[config.mk]
export PLATFORM = sky130hd
export DESIGN_NAME = kavach_timing_alarm_ctrl
export DESIGN_NICKNAME = d
export VERILOG_FILES = /design/src/rtl/kavach_timing_alarm_ctrl.sv
export SDC_FILE = /design/constraint.sdc
export NUM_CORES = 1
export LEC_CHECK = 0
export ABC_CLOCK_PERIOD_IN_PS = 2100
export CAP_MARGIN = 20
export CORE_MARGIN = 10
export CORE_UTILIZATION = 47
export DETAILED_ROUTE_END_ITERATION = 8
export GPL_TIMING_DRIVEN = 0
export PLACE_DENSITY_LB_ADDON = 0.2
export SETUP_SLACK_MARGIN = 0.1
export SYNTH_ARGS = -nofsm -noshare
export SYNTH_HDL_FRONTEND = slang
export SYNTH_SLANG_ARGS = --single-unit
[constraint.sdc]
create_clock -name clk -period 2.1 [get_ports clk]
set_clock_uncertainty 0.05 [all_clocks]
set_input_delay 0.315 -clock clk [delete_from_list [all_inputs] [get_ports clk]]
set_output_delay 0.315 -clock clk [all_outputs]
set_load 0.05 [all_outputs]
[src/rtl/kavach_timing_alarm_ctrl.sv]
// kavach_timing_alarm_ctrl
// Turns timing-monitor anomalies into rising-edge events, escalates them
// through an IDLE/SUSPECT/ALARM/LOCKDOWN/COOLDOWN alarm FSM with an ack
// handshake and keyed unlock, and keeps event statistics for the classifier.
module kavach_timing_alarm_ctrl #(
    parameter int                   CNT_WIDTH    = 16,
    parameter logic [CNT_WIDTH-1:0] SUSPECT_WIN  = 16'd64,
    parameter logic [3:0]           ESCALATE_CNT = 4'd3,
    parameter logic [CNT_WIDTH-1:0] ACK_TIMEOUT  = 16'd1024,
    parameter logic [CNT_WIDTH-1:0] COOLDOWN_CYC = 16'd256,
    parameter logic [CNT_WIDTH-1:0] UNLOCK_KEY   = 16'hA5C3
) (
    input  logic                 clk,
    input  logic                 rst_n,
    input  logic                 monitor_ready,
    input  logic                 timing_anomaly,
    input  logic [1:0]           severity,
    input  logic [CNT_WIDTH-1:0] period_delta,
    input  logic                 irq_ack,
    input  logic                 unlock_req,
    input  logic [CNT_WIDTH-1:0] unlock_key,
    input  logic                 clr_stats,
    output logic                 alarm_irq,
    output logic                 lockdown,
    output logic [2:0]           fsm_state,
    output logic [CNT_WIDTH-1:0] event_total,
    output logic [CNT_WIDTH-1:0] peak_delta,
    output logic [1:0]           last_severity
);

    typedef enum logic [2:0] {
        S_IDLE     = 3'd0,
        S_SUSPECT  = 3'd1,
        S_ALARM    = 3'd2,
        S_LOCKDOWN = 3'd3,
        S_COOLDOWN = 3'd4
    } state_e;

    localparam logic [CNT_WIDTH-1:0] ONE      = CNT_WIDTH'(1);
    localparam logic [CNT_WIDTH-1:0] WIN_LAST = SUSPECT_WIN - ONE;
    localparam logic [CNT_WIDTH-1:0] ACK_LAST = ACK_TIMEOUT - ONE;
    localparam logic [CNT_WIDTH-1:0] CD_LAST  = COOLDOWN_CYC - ONE;

    state_e                 state_q, state_d;
    logic [CNT_WIDTH-1:0]   win_q, win_d;
    logic [CNT_WIDTH-1:0]   ack_q, ack_d;
    logic [CNT_WIDTH-1:0]   cd_q, cd_d;
    logic [3:0]             evt_cnt_q, evt_cnt_d;
    logic                   anomaly_q;
    logic                   irq_q, lock_q;
    logic [CNT_WIDTH-1:0]   total_q, total_d;
    logic [CNT_WIDTH-1:0]   peak_q, peak_d;
    logic [1:0]             lsev_q;

    logic       evt, sev_hi, key_ok;
    logic [3:0] evt_cnt_inc;

    // An event is a qualified rising edge of the upstream anomaly level.
    assign evt         = timing_anomaly & ~anomaly_q & monitor_ready;
    assign sev_hi      = evt & (severity == 2'b11);
    assign key_ok      = unlock_req & (unlock_key == UNLOCK_KEY);
    assign evt_cnt_inc = evt_cnt_q + 4'd1;

    // Next-state selection; sev_hi and timeouts take priority over acks.
    always_comb begin
        state_d = state_q;
        case (state_q)
            S_IDLE: begin
                if (evt) state_d = sev_hi ? S_ALARM : S_SUSPECT;
            end
            S_SUSPECT: begin
                if (evt && (sev_hi || evt_cnt_inc >= ESCALATE_CNT)) state_d = S_ALARM;
                else if (!monitor_ready || win_q == WIN_LAST)       state_d = S_IDLE;
            end
            S_ALARM: begin
                if (sev_hi || ack_q == ACK_LAST) state_d = S_LOCKDOWN;
                else if (irq_ack)                state_d = S_COOLDOWN;
            end
            S_LOCKDOWN: begin
                if (key_ok) state_d = S_COOLDOWN;
            end
            S_COOLDOWN: begin
                if (sev_hi)                      state_d = S_ALARM;
                else if (!evt && cd_q == CD_LAST) state_d = S_IDLE;
            end
            default: state_d = S_IDLE;
        endcase
    end

    // Timers restart on every state change; otherwise only the active state's timer runs.
    always_comb begin
        win_d     = '0;
        ack_d     = '0;
        cd_d      = '0;
        evt_cnt_d = '0;
        if (state_d != state_q) begin
            if (state_d == S_SUSPECT) evt_cnt_d = 4'd1;
        end else begin
            case (state_q)
                S_SUSPECT: begin
                    win_d     = win_q + ONE;
                    evt_cnt_d = evt ? evt_cnt_inc : evt_cnt_q;
                end
                S_ALARM:    ack_d = ack_q + ONE;
                S_COOLDOWN: cd_d  = evt ? '0 : cd_q + ONE;
                default: ;
            endcase
        end
    end

    // FSM state, timers and registered interrupt/lockdown outputs.
    always_ff @(posedge clk) begin
        if (!rst_n) begin
            state_q   <= S_IDLE;
            win_q     <= '0;
            ack_q     <= '0;
            cd_q      <= '0;
            evt_cnt_q <= '0;
            anomaly_q <= 1'b0;
            irq_q     <= 1'b0;
            lock_q    <= 1'b0;
        end else begin
            state_q   <= state_d;
            win_q     <= win_d;
            ack_q     <= ack_d;
            cd_q      <= cd_d;
            evt_cnt_q <= evt_cnt_d;
            anomaly_q <= timing_anomaly;
            irq_q     <= (state_d == S_ALARM) || (state_d == S_LOCKDOWN);
            lock_q    <= (state_d == S_LOCKDOWN);
        end
    end

    // Statistics next values; a clear in the same cycle as an event keeps that event.
    always_comb begin
        total_d = total_q;
        peak_d  = peak_q;
        if (clr_stats) begin
            total_d = evt ? ONE : '0;
            peak_d  = evt ? period_delta : '0;
        end else if (evt) begin
            total_d = (total_q == '1) ? total_q : total_q + ONE;
            peak_d  = (period_delta > peak_q) ? period_delta : peak_q;
        end
    end

    // Statistics registers.
    always_ff @(posedge clk) begin
        if (!rst_n) begin
            total_q <= '0;
            peak_q  <= '0;
            lsev_q  <= 2'b00;
        end else begin
            total_q <= total_d;
            peak_q  <= peak_d;
            if (evt) lsev_q <= severity;
        end
    end

    assign alarm_irq     = irq_q;
    assign lockdown      = lock_q;
    assign fsm_state     = state_q;
    assign event_total   = total_q;
    assign peak_delta    = peak_q;
    assign last_severity = lsev_q;

endmodule

Figure 1. Port wiring.
The bar under the picture is 20 microns long.
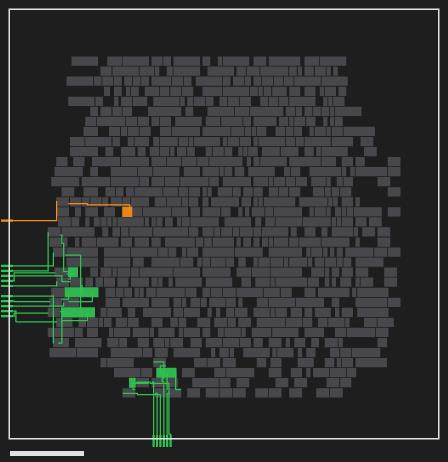
[unlock_key] green | direction: input | end cells: 5 | buffers: 16 | wire: 359 microns
[irq_ack] orange | direction: input | end cells: 1 | buffers: 1 | wire: 36.4 microns

==> results.sh <==
# flow metrics
export IMPL_status="finished with violations"
export IMPL_violations="setup timing"
export IMPL_tool_warnings=30
export IMPL_fp_util_pct=48.8
export IMPL_ys_warn_count=0
export IMPL_final_cells=753
export IMPL_cts_made_buffers=9
export IMPL_leakagePower_nw=2.48
export IMPL_top_logic_kind="simple AND/OR/NAND/NOR gates"
export IMPL_regToRegSetupSlack_ns=-0.21
export IMPL_ys_chip_area_sq_um=4320
export IMPL_clock_sinks=92
export IMPL_drv_slew=0
export IMPL_drt_vias_per_instance=5.42
export IMPL_cts_tree="built"
export IMPL_ys_cells=487
export IMPL_topCellsByArea="dfxtp_1 (43%), nor2_1 (7.8%), ha_1 (6.4%)"
export IMPL_overflow=0
export IMPL_cts_hold_fix_buffers=0
export IMPL_routed_via_count=4079
export IMPL_slew_headroom_pct=63.2
export IMPL_ys_sh_aoi_pct=8.72
export IMPL_h_tree_depth=3
export IMPL_drive_gt1_share_pct=36.1
export IMPL_period_minus_slack_ns=2.32
export IMPL_worstSetupPathType="input port to flop"
export IMPL_die_area_sq_um=13400
export IMPL_clkPwrFrac_pct=34.3
export IMPL_cp_slowest_cell="clkdlybuf4s50_1"
export IMPL_ff_type="dfxtp_1"
export IMPL_largest_area_cell="dfxtp_1"
export IMPL_drt_iter0_drc=251
export IMPL_internal_power_mw=2.44
export IMPL_hold_path_class="input port to flop"
export IMPL_ios=80
export IMPL_max_freq_mhz=432
export IMPL_swShare_pct=28.5
export IMPL_synthToLayoutAreaGrowth_pct=54.9
export IMPL_pg_seq_mw=1.77
export IMPL_total_power_mw=3.42
export IMPL_setup_viol=68
export IMPL_clock_latency_ns=0.37
export IMPL_critPathArrivalTime_ns=2.53
export IMPL_routedWlPerCell_microns=16.6
export IMPL_synth_nets=550
export IMPL_pwr_share_comb_pct=13.9
export IMPL_grt_pass1_vias=3982
export IMPL_clk_pin_slew_ns=0.10
export IMPL_portBuffers=79
export IMPL_finalHoldViolCount=0
export IMPL_placed_area_sq_um=5420
export IMPL_die_width_microns=116
export IMPL_synth_edff_count=0
export IMPL_synth_flop_count=92
export IMPL_mostFrequentLayoutCell="clkdlybuf4s50_1"
export IMPL_grt_pass1_wl_mm=18.3
export IMPL_cts_root_buf="clkbuf_8"
export IMPL_critPathLaunch="unlock_key[12]"
export IMPL_simple_gate_share_pct=25.9
export IMPL_r2r_end="evt_cnt_q[0]$_SDFFE_PN0P_"
export IMPL_n_antenna_cell=0
export IMPL_fin_area_sq_um=6690
export IMPL_hold_depth=2
export IMPL_setup_ws_ns=-0.216
export IMPL_yosysUniqueCellTypes=50
export IMPL_powerClk_mw=1.17
export IMPL_dr_pass1_iters=4
export IMPL_whs_ns=0.375
export IMPL_synthCells=487
export IMPL_synthMuxAreaShare_pct=0.725
export IMPL_power_density_nw_per_um2=511
export IMPL_synth_top_cell_area_share_pct=42.7
export IMPL_ys_seq_share_pct=42.7
export IMPL_r2r_cells=9
export IMPL_fin_tns_setup_ns=-10.61
export IMPL_synthArstFlopShare_pct=0
export IMPL_die_h_microns=116
export IMPL_adder_share_pct=6.38
export IMPL_critPathMaxFanout=4
export IMPL_critical_path_startpoint_type="input port"
export IMPL_utilization_pct=75.6
export IMPL_netlist_top_cells_count="dfxtp_1 (92), nor2_1 (90), nand2_1 (32)"
export IMPL_netlist_area_sq_um=4320
export IMPL_wl_mm=12.5
export IMPL_final_layout_top_logic_cells="clkdlybuf4s50_1 (70), buf_4 (50), dfxtp_1 (46), nor2_1 (43), nor2_2 (36)"
export IMPL_antenna_found_initial=0
export IMPL_critPathMaxStageDelay_ns=0.45
export IMPL_cts_buffer_depth=2
export IMPL_required_ns=2.31
export IMPL_worst_r2r_startpoint="win_q[4]$_SDFF_PP0_"
export IMPL_worstPathCellList="clkdlybuf4s50_1 -> nor4bb_4 -> nand2_2 -> nor3_4 -> nor2_2 -> a311o_2 -> o211ai_1 -> mux2_1"
export IMPL_core_area_sq_um=8850
export IMPL_p_switching_mw=0.976
export IMPL_xor_area_share_pct=12.2
export IMPL_hp_start="period_delta[1]"
export IMPL_max_cap_violations=0
export IMPL_max_slew_worst_pin_slew_ns=0.550
export IMPL_sequentialPowerShare_pct=51.7
export IMPL_place_hpwl_mm=7.66
export IMPL_syn_area_per_cell_sq_um=8.86
export IMPL_top_power_group="registers"
export IMPL_gp_congestion=0.853
export IMPL_placement_rows=34
export IMPL_ir_drop_uv=407
export IMPL_track_usage_pct=16.6
export IMPL_hold_path_end="peak_delta[1]$_SDFFE_PN0P_"
export IMPL_finalClockPeriodUsage_pct=110
export IMPL_powerComb_mw=0.476
export IMPL_rsz0062_at_grt="yes"
export IMPL_grt_max_degree=19
export IMPL_route_detailed_drc=0
export IMPL_layout_nets=703
export IMPL_dp_cells=674
export IMPL_critPathCaptureType="flop"
export IMPL_cp_endpoint="evt_cnt_q[0]$_SDFFE_PN0P_"
export IMPL_synth_top_cell_by_count="dfxtp_1"
export IMPL_ant_nets=0
export IMPL_ctsResizeCount=64
export IMPL_cts_setup_buffers=44
Figure 2. Sequential cells grouped by signal name.
The bar under the picture is 20 microns long. Other sequential cells in the stronger grey, the rest of the logic in the fainter grey.
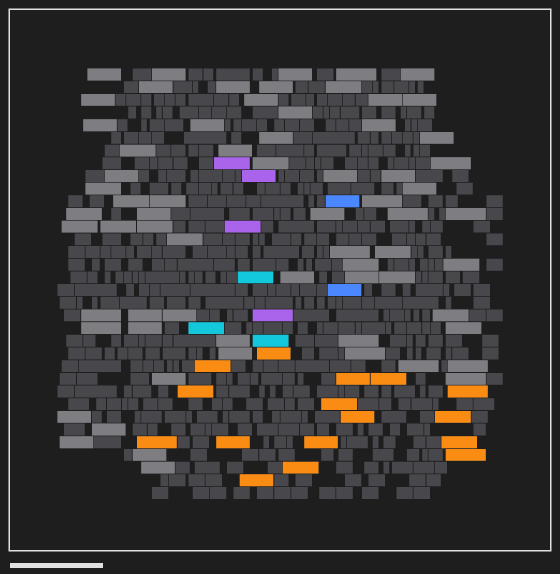
[peak_delta] orange | sequential cells: 16
[last_severity] blue | sequential cells: 2
[fsm_state] cyan | sequential cells: 3
[evt_cnt_q] purple | sequential cells: 4
not coloured: 67

-- critical path: cells and delay by family --
family | cells | cell delay (ns)
and+or+nand+nor | 4 | 0.86
buffers and inverters | 1 | 0.45
AOI/OAI and AO/OA | 2 | 0.57
muxes | 1 | 0.33
-- per-layer routing --
metal / GRT usage [%] / wire length, microns / vias up / share of wire, %
met3: 4.08 / 763 / 19 / 6.1
met5: 0 / 0 / - / 0
met4: 5.34 / 210 / 0 / 1.7
li1: - / - / 1990 / -
met1: 19.0 / 5090 / 1960 / 41
met2: 29.8 / 6440 / 110 / 51
-- layout make-up --
class / instances / area, sq um
timing repair buffer: 142 / 1360
multi-input combinational: 361 / 2880
fill: 569 / 2160
clock inverter: 7 / 63.8
tap: 108 / 135
inverter: 24 / 90.1
buffer: 10 / 87.6
sequential: 92 / 1940
clock buffer: 9 / 124
